**Run 1: met3 routing**

Bar = 50 µm.
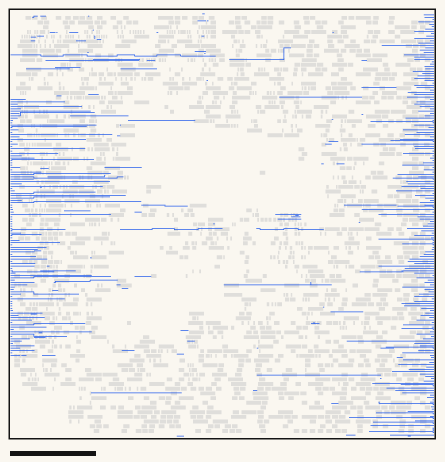
**Run 1: routing congestion map**

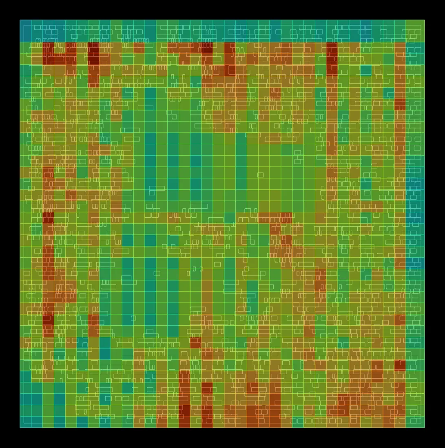
**Run 1: selected gate families**

Bar = 50 µm.
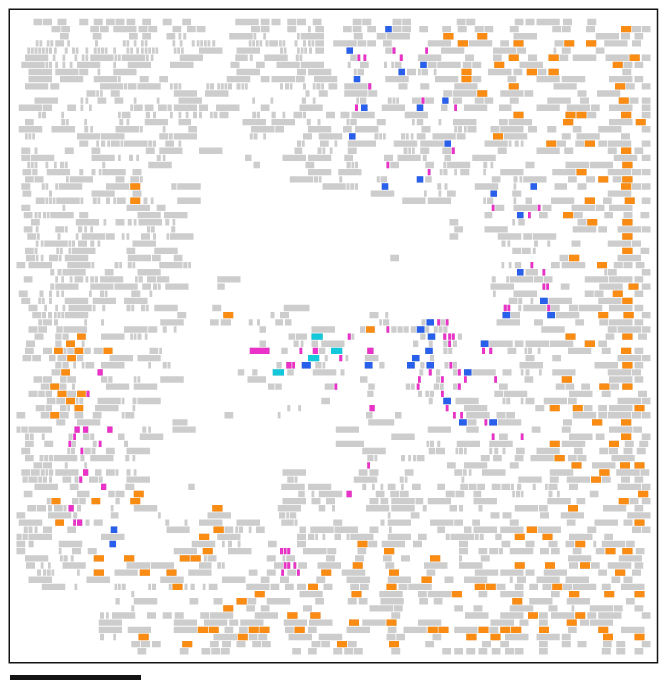
<file path="src/rtl/rv32i_types.sv">
// rv32i_types: shared pipeline register layouts, funct3 encodings and lane helpers.
package rv32i_types;
  localparam logic [2:0] load_f3_lb = 3'b000, load_f3_lh = 3'b001, load_f3_lw = 3'b010;
  localparam logic [2:0] load_f3_lbu = 3'b100, load_f3_lhu = 3'b101;
  localparam logic [2:0] store_f3_sb = 3'b000, store_f3_sh = 3'b001, store_f3_sw = 3'b010;
  typedef enum logic {IDLE, WAIT} mem_state_t;
  typedef struct packed {
    logic [31:0] pc;
    logic [31:0] inst;
    logic [63:0] order;
    logic [4:0]  rd_s;
    logic [31:0] rd_v;
    logic        regf_we;
    logic        commit;
    logic        is_load;
    logic        is_store;
    logic [2:0]  funct3;
    logic [31:0] mem_addr;
    logic [31:0] rs2_v;
  } ex_mem_reg_t;
  typedef struct packed {
    logic [31:0] pc;
    logic [31:0] inst;
    logic [63:0] order;
    logic [4:0]  rd_s;
    logic [31:0] rd_v;
    logic        regf_we;
    logic        commit;
    logic        misaligned;
    logic [31:0] mem_addr;
    logic [3:0]  mem_rmask;
    logic [3:0]  mem_wmask;
    logic [31:0] mem_rdata;
    logic [31:0] mem_wdata;
  } mem_wb_reg_t;
  // Size lives in funct3[1:0] for both loads and stores; the sign bit is irrelevant here.
  function automatic logic [3:0] lane_mask(input logic [1:0] sz, input logic [1:0] a);
    return sz == store_f3_sb[1:0] ? 4'b0001 << a : sz == store_f3_sh[1:0] ? 4'b0011 << a : 4'b1111;
  endfunction
  function automatic logic is_misaligned(input logic [1:0] sz, input logic [1:0] a);
    return (sz == store_f3_sh[1:0] && a[0]) || (sz == store_f3_sw[1:0] && a != 2'b00);
  endfunction
endpackage

</file>
<file path="src/rtl/load_extend.sv">
// load_extend: selects the addressed lane of load data and sign/zero-extends it.
module load_extend
  import rv32i_types::*;
(
  input  logic [2:0]  funct3,
  input  logic [1:0]  addr,
  input  logic [31:0] rdata,
  output logic [31:0] rd_v
);
  logic [15:0] lo;
  assign lo = 16'(rdata >> {addr, 3'b000});
  always_comb
    rd_v = funct3 == load_f3_lb  ? {{24{lo[7]}}, lo[7:0]} :
           funct3 == load_f3_lbu ? {24'b0, lo[7:0]} :
           funct3 == load_f3_lh  ? {{16{lo[15]}}, lo} :
           funct3 == load_f3_lhu ? {16'b0, lo} : rdata;
endmodule

</file>
<file path="src/rtl/mem_stage.sv">
// mem_stage: issues data-memory accesses, waits for the response and builds the MEM/WB register.
module mem_stage
  import rv32i_types::*;
(
  input  logic        clk,
  input  logic        rst,
  input  ex_mem_reg_t ex_mem_reg,
  input  logic        ex_mem_valid,
  output logic [31:0] dmem_addr,
  output logic [3:0]  dmem_rmask,
  output logic [3:0]  dmem_wmask,
  output logic [31:0] dmem_wdata,
  input  logic [31:0] dmem_rdata,
  input  logic        dmem_resp,
  output logic        stall,
  output mem_wb_reg_t mem_wb_reg,
  output logic        mem_wb_valid
);
  mem_state_t state;
  logic [31:0] held_addr, held_wdata, shifted, ext;
  logic [3:0] mask;
  logic mem_op, mis, issue;
  mem_wb_reg_t pass, done;
  load_extend u_ext (
    .funct3(ex_mem_reg.funct3),
    .addr(ex_mem_reg.mem_addr[1:0]),
    .rdata(dmem_rdata),
    .rd_v(ext)
  );
  assign mem_op = ex_mem_reg.is_load | ex_mem_reg.is_store;
  assign mask = lane_mask(ex_mem_reg.funct3[1:0], ex_mem_reg.mem_addr[1:0]);
  assign mis = ex_mem_valid & mem_op & is_misaligned(ex_mem_reg.funct3[1:0], ex_mem_reg.mem_addr[1:0]);
  assign issue = ~rst & state == IDLE & ex_mem_valid & mem_op & ~mis;
  assign shifted = ex_mem_reg.rs2_v << {ex_mem_reg.mem_addr[1:0], 3'b000};
  assign dmem_rmask = issue & ex_mem_reg.is_load ? mask : 4'b0;
  assign dmem_wmask = issue & ex_mem_reg.is_store ? mask : 4'b0;
  assign dmem_addr = issue ? {ex_mem_reg.mem_addr[31:2], 2'b00} : held_addr;
  assign dmem_wdata = issue ? shifted : held_wdata;
  assign stall = ~rst & (issue | (state == WAIT & ~dmem_resp));
  // Upstream holds ex_mem_reg stable during WAIT, so the response record is built from it directly.
  always_comb begin
    pass = '0;
    pass.pc = ex_mem_reg.pc;
    pass.inst = ex_mem_reg.inst;
    pass.order = ex_mem_reg.order;
    pass.rd_s = ex_mem_reg.rd_s;
    pass.rd_v = ex_mem_reg.rd_v;
    pass.regf_we = ex_mem_reg.regf_we & ~mis;
    pass.commit = ex_mem_reg.commit;
    pass.misaligned = mis;
    pass.mem_addr = mem_op ? ex_mem_reg.mem_addr : 32'b0;
    done = pass;
    done.misaligned = 1'b0;
    done.rd_v = ex_mem_reg.is_load ? ext : ex_mem_reg.rd_v;
    done.regf_we = ex_mem_reg.is_load;
    done.mem_rmask = ex_mem_reg.is_load ? mask : 4'b0;
    done.mem_wmask = ex_mem_reg.is_store ? mask : 4'b0;
    done.mem_rdata = ex_mem_reg.is_load ? dmem_rdata : 32'b0;
    done.mem_wdata = ex_mem_reg.is_store ? held_wdata : 32'b0;
  end
  always_ff @(posedge clk or posedge rst)
    if (rst) begin
      state <= IDLE;
      mem_wb_valid <= 1'b0;
      mem_wb_reg <= '0;
      held_addr <= '0;
      held_wdata <= '0;
    end else if (state == IDLE) begin
      mem_wb_valid <= ex_mem_valid & ~issue;
      if (issue) begin
        state <= WAIT;
        held_addr <= {ex_mem_reg.mem_addr[31:2], 2'b00};
        held_wdata <= shifted;
      end else if (ex_mem_valid) mem_wb_reg <= pass;
    end else if (dmem_resp) begin
      state <= IDLE;
      mem_wb_valid <= 1'b1;
      mem_wb_reg <= done;
    end else mem_wb_valid <= 1'b0;
endmodule

</file>
<file path="config.mk">
export PLATFORM = sky130hd
export DESIGN_NAME = mem_stage
export DESIGN_NICKNAME = d
export VERILOG_FILES = /design/src/rtl/rv32i_types.sv /design/src/rtl/load_extend.sv /design/src/rtl/mem_stage.sv
export SDC_FILE = /design/constraint.sdc
export NUM_CORES = 1
export LEC_CHECK = 0
export CORE_AREA = 2 2 244 246
export CTS_CLUSTER_DIAMETER = 80
export DETAILED_ROUTE_END_ITERATION = 8
export DIE_AREA = 0 0 246 248
export GPL_ROUTABILITY_DRIVEN = 0
export PLACE_DENSITY_LB_ADDON = 0.12
export SLEW_MARGIN = 5
export SYNTH_ARGS = -nofsm -noshare
export SYNTH_HDL_FRONTEND = slang
export SYNTH_SLANG_ARGS = --single-unit
export TNS_END_PERCENT = 20
</file>
<file path="constraint.sdc">
create_clock -name clk -period 56 [get_ports clk]
set_clock_uncertainty 0.05 [all_clocks]
set_input_delay 16.8 -clock clk [delete_from_list [all_inputs] [get_ports clk]]
set_output_delay 16.8 -clock clk [all_outputs]
set_load 0.02 [all_outputs]
</file>
==> impl_metrics.tcl, run 1 <==
# metrics dict for downstream scripts
set metrics [dict create \
    status "completed" \
    portBuffers 617 \
    power_leader "sequential cells" \
    num_vias 12300 \
    finalHoldViolations 0 \
    largest_class "sequential cells" \
    wl_met2_mm 28.9 \
    ys.flops 338 \
    cts_hold_repair.buffers 0 \
    ys_seq_frac 0.576 \
    wl_met1_mm 22.8 \
    clockPowerShare 0.326 \
    r2r_setup_slack_ps 51610 \
    logic_area_mm2 0.00565 \
    dp.cells 2690 \
    synthArstFlopShare 1.00 \
    grt_pass1_wl_mm 84.4 \
    min_period_over_period 0.667 \
    die_h_um 248 \
    yosys_warnings 0 \
    area_growth_pct 55.2 \
    path_clk_slew_ps 60 \
    power_density_mw_per_mm2 37.2 \
    row_count 89 \
    root_buffer "clkbuf_16" \
    drc 0 \
    first_iter_violations 620 \
    clock_latency_ps 570 \
    final_cell_area_mm2 0.0228 \
    synthMuxAreaShare 0.127 \
    finalPower_uw 848 \
    antenna_found_initial 7 \
    numCtsBuffers 43 \
    fin_hold_ws_ps 418 \
    top_usage_layer "met2" \
    hold_end "held_addr[2]" \
    synth_area_mm2 0.0147 \
    drive_gt1_frac 0.121 \
    layout_top_cell "clkdlybuf4s50_1" \
    grt_pass1_vias 12600 \
    ys_types 41 \
    power.combinational.total_uw 262 \
    worst_slack_ps 18630 \
    finish.utilization 0.390 \
    n_tap_cell 773 \
    ios 618 \
    ant_nets 0 \
    warning_count 35 \
    required_ps 39150 \
    pwr-share-seq 0.365 \
    setup_viol 0 \
    dp_hpwl_mm 44.0 \
    r2r-start "state" \
    post_cts_buffers 0 \
    crit_end "stall" \
    dp_slack_ps 18650 \
    cts_buffer_depth 3 \
    lay_top_cells "614 x clkdlybuf4s50_1, 385 x nand2_1, 338 x dfrtp_1" \
    xor_area_frac 0 \
    power.switching_uw 267 \
    ctsResizeCount 0 \
    regToRegEndpoint "mem_wb_reg[142]" \
    maxSlewHeadroom 0.272 \
    peakVddDrop_v 0.0000224 \
    ys_cells 1385 \
    fin_nets 2238 \
    netlist_instances 1385 \
    critPathLaunchType "primary input" \
    die_width_um 246 \
    inv_count 5 \
    initial_utilization 0.251 \
    dpl_cell_area_mm2 0.0214 \
    worstHoldStart "held_addr[2]" \
    ys_sh_simple 0.133 \
    drv_cap 0 \
    multiInputCombCellCount 942 \
    met3_length_mm 5.03 \
    fin_tns_setup_ps 0 \
    pg_clk_uw 277 \
    seq_power_uw 309 \
    seq_share 0.371 \
    startpoint "ex_mem_reg[33]" \
    synth_adder_area_share 0.00341 \
    top_layer "met5" \
    fmax_ghz 0.0268 \
    syn_nets 1661 \
    buffers 632 \
    hold_path_depth 2 \
    vias_per_cell 4.46 \
    cp.arrival_ps 20520 \
    r2r_cells 6 \
    leakagePower_uw 0.00970 \
    cts.sinks 338 \
    antennaDiodeCount 1 \
    synthAoiAreaFrac 0.119 \
    setup.worst_path.class "primary input to output port" \
    p_int_uw 581 \
    swShare 0.315 \
    rsz0062_at_grt "no" \
    hp-class "flip-flop to flip-flop" \
    grt_max_degree 164 \
    regArea_mm2 0.00846 \
    synth.avg_cell_area_um2 10.6 \
    coreArea_mm2 0.0585 \
    seq_cell_count 338 \
    yosysChipArea_mm2 0.0147 \
    fill_cells 5716 \
    grt_use_met2 0.320 \
    die_area_mm2 0.0610 \
    cts_tree "done" \
    edf_count 0 \
    grt_overflow 0 \
    clk_share 0.0616 \
    slew_viol_final 0 \
    top_logic_kind "simple AND/OR/NAND/NOR gates" \
    crit_path_max_fanout 88 \
    met1_usage 0.217 \
    period_needed_ps 37370 \
    end_kind "output port" \
    nonClkBufAreaFrac 0.276 \
    largest_register_ffs 272 \
    cts_max_level 2 \
    synthFlopType "dfrtp_1" \
    drtPass1Iterations 5 \
    clkbuf_count 68 \
    tightest_slew_ps 1090 \
    p_comb_frac 0.309 \
]
-- 'met3 routing' (at the start) --
nets with wire on the layer: 328
wire length on this layer: 5,030 µm
main direction: horizontal
longest straight run: 71.8 µm
share of all routed wire: 8.7%
Routed WL: 58.1 mm
met3 Use GR: 0.0644

-- 'routing congestion map' (at the start) --
wire length per cell: 21.0 µm
gr usage total: 0.185

-- 'selected gate families' (at the start) --
[cyan] adder and majority cells | cells: 4 | where: middle
[orange] multiplexers | cells: 168 | where: all over the die
[magenta] NOR gates | cells: 82 | where: all over the die
[blue] AND-OR and OR-AND gates | cells: 35
Comb area share: 0.248
Layout Cells excl Fill: 2,767

[run 1: synth_stat cells (12+ instances only)]
cell | count | area [µm²]
clkbuf_1 | 41 | 154
nor2_1 | 68 | 255
nand2_1 | 385 | 1450
dfrtp_1 | 338 | 8460
nor2b_1 | 12 | 75.1
buf_6 | 18 | 203
buf_2 | 31 | 155
o21ai_1 | 18 | 90.1
o31ai_1 | 27 | 203
mux2i_1 | 17 | 170
o21ai_0 | 107 | 536
a22o_1 | 15 | 131
mux2_2 | 151 | 1700
a211oi_1 | 29 | 218
a21oi_1 | 37 | 185
a21o_1 | 16 | 120
[run 1: worst max-delay path, cell delays in order]
cell             delay (ps)
buf_2                    70
buf_4                   580
clkinv_1                500
ha_1                    360
o22ai_2                 280
or4_2                   190
buf_4                   630
o21ai_1                 220
and2_1                  230
clkdlybuf4s50_1         530
==> run 1 -> run 2 <==
Settings changed: CORE_AREA 2 2 244 246 to 2 2 238 240, DIE_AREA 0 0 246 248 to 0 0 240 242.
Clock period 56 ns to 37.7 ns, I/O delays scaled along.
**Run 2: the metal 1 layer**

Bar = 50 µm. Supply wires on this layer in grey.
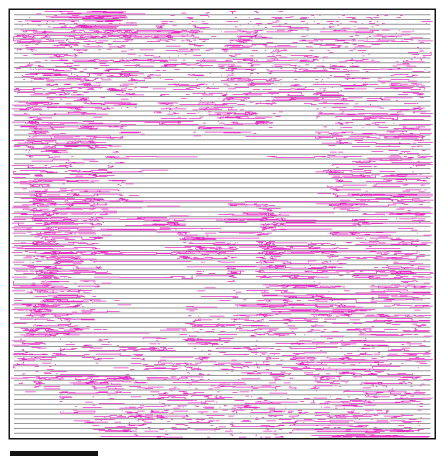
wire length on this layer: 22.1 mm
share of all routed wire: 38%
via count: 12,300
met1 Usage GRT: 0.215
Routed WL: 57.6 mm

**Run 2: zoomed window**

Bar = 10 µm. Window x 160 to 200, y 40 to 80 µm. Cells in grey, sequential cells in the stronger grey; small squares are vias.
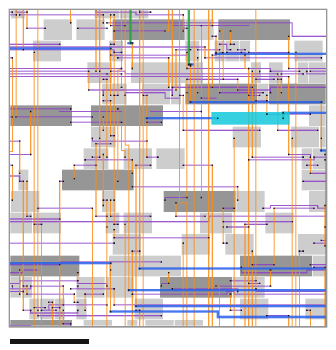
[orange] met2
[cyan] met5
[purple] met1
[blue] met3
[green] met4
sequential cells in the window: 11
most frequent: clkdlybuf4s50_1 (26), dfrtp_1 (11), nand2_1 (9)
cells with their middle in the window: 67
netlist names of flops here include: mem_wb_reg (11)

==> impl_metrics.tcl, run 2 <==
# metrics dict for downstream scripts
set metrics [dict create \
    status "completed" \
    path_clk_slew_ps 50 \
    drc 0 \
    die_width_um 240 \
    grt_overflow 0 \
    dp.cells 2672 \
    syn_nets 1661 \
    grt_use_met2 0.334 \
    fin_nets 2236 \
    critPathLaunchType "primary input" \
    rsz0062_at_grt "no" \
    initial_utilization 0.264 \
    largest_register_ffs 272 \
    synth.top_cells.by_area "dfrtp_1 58%, mux2_2 12%, nand2_1 9.8%, o21ai_0 3.6%, nor2_1 1.7%" \
    drv_cap 0 \
    dp_hpwl_mm 43.1 \
    grt_max_degree 210 \
    crit_path_max_fanout 88 \
    post_cts_buffers 0 \
    swShare 0.319 \
    worstSetupPathDepth 10 \
    leakagePower_uw 0.00963 \
    clock_latency_ps 550 \
    cp.arrival_ps 15030 \
    synth.largest_area_cell "dfrtp_1" \
    yosysChipArea_mm2 0.0147 \
    ctsResizeCount 0 \
    layout_top_cell "clkdlybuf4s50_1" \
    r2r_cells 5 \
    fmax_ghz 0.0379 \
    finalHoldViolations 0 \
    dp_slack_ps 11370 \
    synth.top_cell.area_share 0.576 \
    die_area_mm2 0.0581 \
    synth.avg_cell_area_um2 10.6 \
    antenna_found_initial 17 \
    grt_pass1_wl_mm 83.0 \
    maxSlewHeadroom 0.261 \
    p_comb_frac 0.319 \
    crit_buf_inv 5 \
    row_count 87 \
    r2r_setup_slack_ps 34140 \
    warning_count 37 \
    required_ps 26340 \
    root_buffer "clkbuf_16" \
    period_needed_ps 26390 \
    yosys_warnings 0 \
    top_layer "met5" \
    ys_seq_frac 0.576 \
    synthTopCellsByCount "385 x nand2_1, 338 x dfrtp_1, 151 x mux2_2, 107 x o21ai_0, 68 x nor2_1" \
    cts_hold_repair.buffers 0 \
    portBuffers 617 \
    pg_clk_uw 378 \
    finalPower_uw 1230 \
    ios 618 \
    top_usage_layer "met2" \
    wl_met1_mm 22.1 \
    worst_slack_ps 11310 \
    area_growth_pct 54.1 \
    fin_tns_setup_ps 0 \
    power_density_mw_per_mm2 54.3 \
    ys_types 41 \
    synthArstFlopShare 1.00 \
    regToRegEndpoint "mem_wb_reg[219]" \
    crit_end "dmem_wdata[15]" \
    first_iter_violations 674 \
    ant_nets 0 \
    fill_cells 5501 \
    cts_tree "done" \
    final_cells 2747 \
    ys.flops 338 \
    hp-class "flip-flop to flip-flop" \
    cts_buffer_depth 3 \
    netlist_instances 1385 \
    final_cell_area_mm2 0.0226 \
    pwr-share-seq 0.374 \
    setup.worst_path.class "primary input to output port" \
    power.combinational.total_uw 391 \
    wire_per_inst_um 21.0 \
    grt_util_met3 0.0809 \
    edf_count 0 \
    dpl_cell_area_mm2 0.0214 \
    tightest_slew_ps 1110 \
    min_period_over_period 0.700 \
    path_cells "buf_2 > buf_4 > clkinv_1 > ha_1 > o22ai_2 > or4_2 > buf_4 > nand2_1 > o31ai_1 > clkdlybuf4s50_1" \
    drtPass1Iterations 5 \
    cp_slowest_cell "clkdlybuf4s50_1" \
    numCtsBuffers 42 \
    peakVddDrop_v 0.0000293 \
    power.switching_uw 392 \
    slowest_delay_ps 660 \
    vias_per_cell 4.48 \
    critical_path.top_delay_family "buffers and inverters" \
    finish.utilization 0.406 \
    coreArea_mm2 0.0557 \
    die_h_um 242 \
    slew_viol_final 0 \
    startpoint "ex_mem_reg[33]" \
    most_common_cell "nand2_1" \
    hold_end "held_addr[9]" \
    grt_pass1_vias 12400 \
    seq_power_uw 459 \
    p_int_uw 837 \
    wl_met2_mm 28.5 \
    fin_hold_ws_ps 417 \
    grt_usage 0.192 \
    setup_viol 0 \
    r2r-start "state" \
    ys_cells 1385 \
    power_leader "sequential cells" \
    cts_max_level 2 \
    end_kind "output port" \
    cts.sinks 338 \
    hold_path_depth 2 \
    lay_top_cells "614 x clkdlybuf4s50_1, 385 x nand2_1, 338 x dfrtp_1" \
    drive_gt1_frac 0.119 \
    clockPowerShare 0.308 \
    worstHoldStart "held_addr[9]" \
    synthFlopType "dfrtp_1" \
    synth_area_mm2 0.0147 \
    path_common_cell "buf_4" \
    met3_length_mm 5.69 \
]
[run 2: netlist changes by cell type in the layout (fill, tap and decap cells not counted), sizes merged]
cell      before  now
buf           18   17
bufinv         2    0
clkbuf        68   61
clkinv         7    8
clkinvlp       0    1
diode          1    6
[run 2: area by class of cell]
class	instances	area (µm²)	area share
Antenna cell	6	15.0	0.000663
Sequential cell	338	8460	0.374
Clock buffer	61	1210	0.0536
Inverter	5	26.3	0.00116
Clock inverter	8	50.0	0.00221
Multi-Input combinational cell	942	5650	0.249
Tap cell	756	946	0.0418
Timing Repair Buffer	631	6280	0.277
[run 2: cell families after synthesis]
group	synth area share
simple gates	0.133
flops	0.576
compound gates	0.119
mux	0.127
buf+inv	0.0405
fa+ha+maj	0.00341
==> run 2 -> run 3 <==
Settings changed: CORE_AREA 2 2 238 240 to 2 2 242 244, DIE_AREA 0 0 240 242 to 0 0 244 246.
Clock period 37.7 ns to 23.9 ns, I/O delays scaled along.
==> impl_metrics.tcl, run 3 <==
# metrics dict for downstream scripts
set metrics [dict create \
    status "completed" \
    power_density_mw_per_mm2 86.8 \
    synth.top_cell.area_share 0.576 \
    fin_tns_setup_ps 0 \
    r2r-start "state" \
    slowest_delay_ps 620 \
    regToRegEndpoint "mem_wb_reg[174]" \
    fmax_ghz 0.0553 \
    wl_met2_mm 27.7 \
    tightest_slew_ps 1100 \
    wire_per_inst_um 20.2 \
    logic_area_mm2 0.00565 \
    ys_seq_frac 0.576 \
    row_count 88 \
    path_cells "buf_2 > buf_4 > clkinv_1 > ha_1 > o22ai_2 > or4_2 > buf_4 > o21ai_1 > and2_1 > clkdlybuf4s50_1" \
    grt_pass1_wl_mm 82.6 \
    crit_end "stall" \
    hp-class "flip-flop to flip-flop" \
    coreArea_mm2 0.0574 \
    critical_path.top_delay_family "buffers and inverters" \
    synth.largest_area_cell "dfrtp_1" \
    root_buffer "clkbuf_16" \
    drv_cap 0 \
    r2r_setup_slack_ps 19600 \
    most_common_cell "nand2_1" \
    synth_area_mm2 0.0147 \
    grt_usage 0.181 \
    drive_gt1_frac 0.122 \
    synthFlopType "dfrtp_1" \
    cts.sinks 338 \
    finalHoldViolations 0 \
    cp_slowest_cell "buf_4" \
    setup_viol 0 \
    die_area_mm2 0.0600 \
    required_ps 16680 \
    area_growth_pct 55.1 \
    finish.utilization 0.397 \
    fin_hold_ws_ps 417 \
    startpoint "ex_mem_reg[33]" \
    dp.cells 2682 \
    dp_slack_ps 5810 \
    maxSlewHeadroom 0.262 \
    peakVddDrop_v 0.0000511 \
    cp.arrival_ps 10860 \
    crit_buf_inv 5 \
    antenna_found_initial 5 \
    first_iter_violations 583 \
    fill_cells 5672 \
    ys_types 41 \
    grt_pass1_vias 12500 \
    cts_buffer_depth 3 \
    slew_viol_final 0 \
    yosys_warnings 0 \
    ant_nets 0 \
    regArea_mm2 0.00846 \
    fin_nets 2237 \
    period_needed_ps 18080 \
    grt_util_met3 0.0610 \
    leakagePower_uw 0.00970 \
    path_common_cell "buf_4" \
    hold_end "held_addr[19]" \
    grt_use_met2 0.312 \
    edf_count 0 \
    drt_wl_total_mm 55.7 \
    worstHoldStart "held_addr[19]" \
    numCtsBuffers 42 \
    final_cell_area_mm2 0.0228 \
    min_period_over_period 0.756 \
    setup.worst_path.class "primary input to output port" \
    worstSetupPathDepth 10 \
    hold_path_depth 2 \
    synth.top_cells.by_area "dfrtp_1 58%, mux2_2 12%, nand2_1 9.8%, o21ai_0 3.6%, nor2_1 1.7%" \
    vias_per_cell 4.45 \
    dpl_cell_area_mm2 0.0214 \
    drc 0 \
    initial_utilization 0.256 \
    crit_path_max_fanout 88 \
    drtPass1Iterations 5 \
    grt_max_degree 151 \
    largest_register_ffs 272 \
]
run 3: cell counts after synthesis:
No cell type changed its count.
run 3: power breakdown:
group	leakage, µW	switching, µW	total, µW	internal (µW)
clock network	0.000690	248	640	392
logic	0.00480	316	612	296
registers	0.00421	50.6	724	673
run 3: final cells by class:
cell class              count  share of cell area
flip-flops and latches    338               0.371
repair buffers            632               0.276
multi-input cells         942               0.248
clock buffers              63              0.0564
well taps                 765              0.0420
clock inverters            10             0.00489
inverters                   5             0.00115
diodes                      2            0.000220
run 3: kinds of logic after synthesis:
kind of cell,Yosys count,synth area share
DFF,338,0.576
muxes,168,0.127
AOI/OAI and AO/OA,275,0.119
and+or+nand+nor,495,0.133
adders and majority gates,4,0.00341
buffers and inverters,105,0.0405
**Run 3: zoomed window**

Bar = 10 µm. Window x 163 to 203, y 42 to 82 µm. Cells in grey, sequential cells in the stronger grey; small squares are vias.
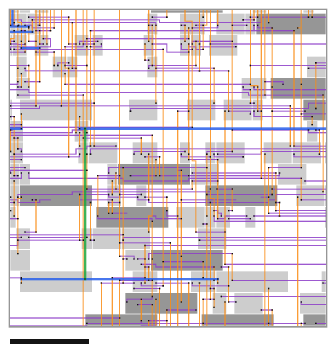
[orange] met2
[blue] met3
[green] met4
[purple] met1
cells with their middle in the window: 74
most frequent: clkdlybuf4s50_1 (19), nor2_1 (15), dfrtp_1 (10)
netlist names of flops here include: mem_wb_reg (10)
sequential cells in the window: 10

**Run 3: selected gate families**

Bar = 50 µm.
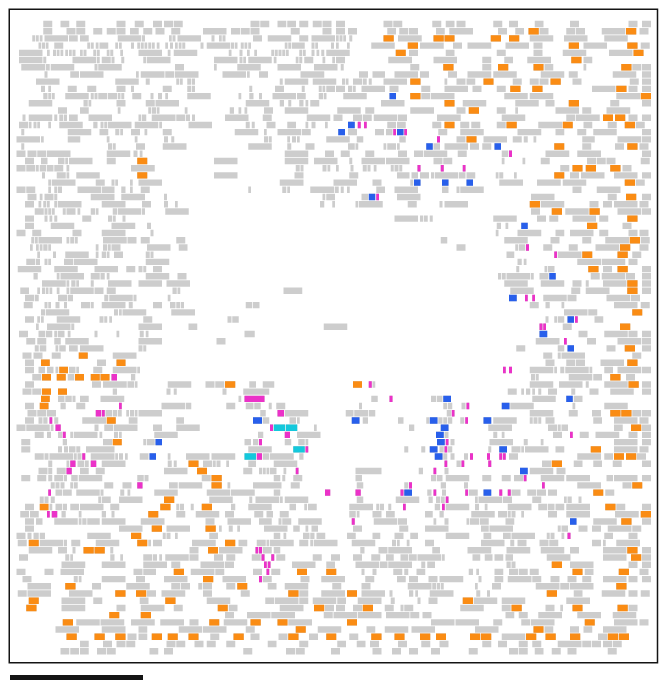
[cyan] adder and majority cells | cells: 4
[blue] AND-OR and OR-AND gates | cells: 35
[magenta] NOR gates | cells: 82
[orange] multiplexers | cells: 168 | where: all over the die
Commonest Layout Cell: clkdlybuf4s50_1
Comb area share: 0.248
Layout Cells excl Fill: 2,757

Power figures rest on the tool's default switching activity, not on a simulated workload.
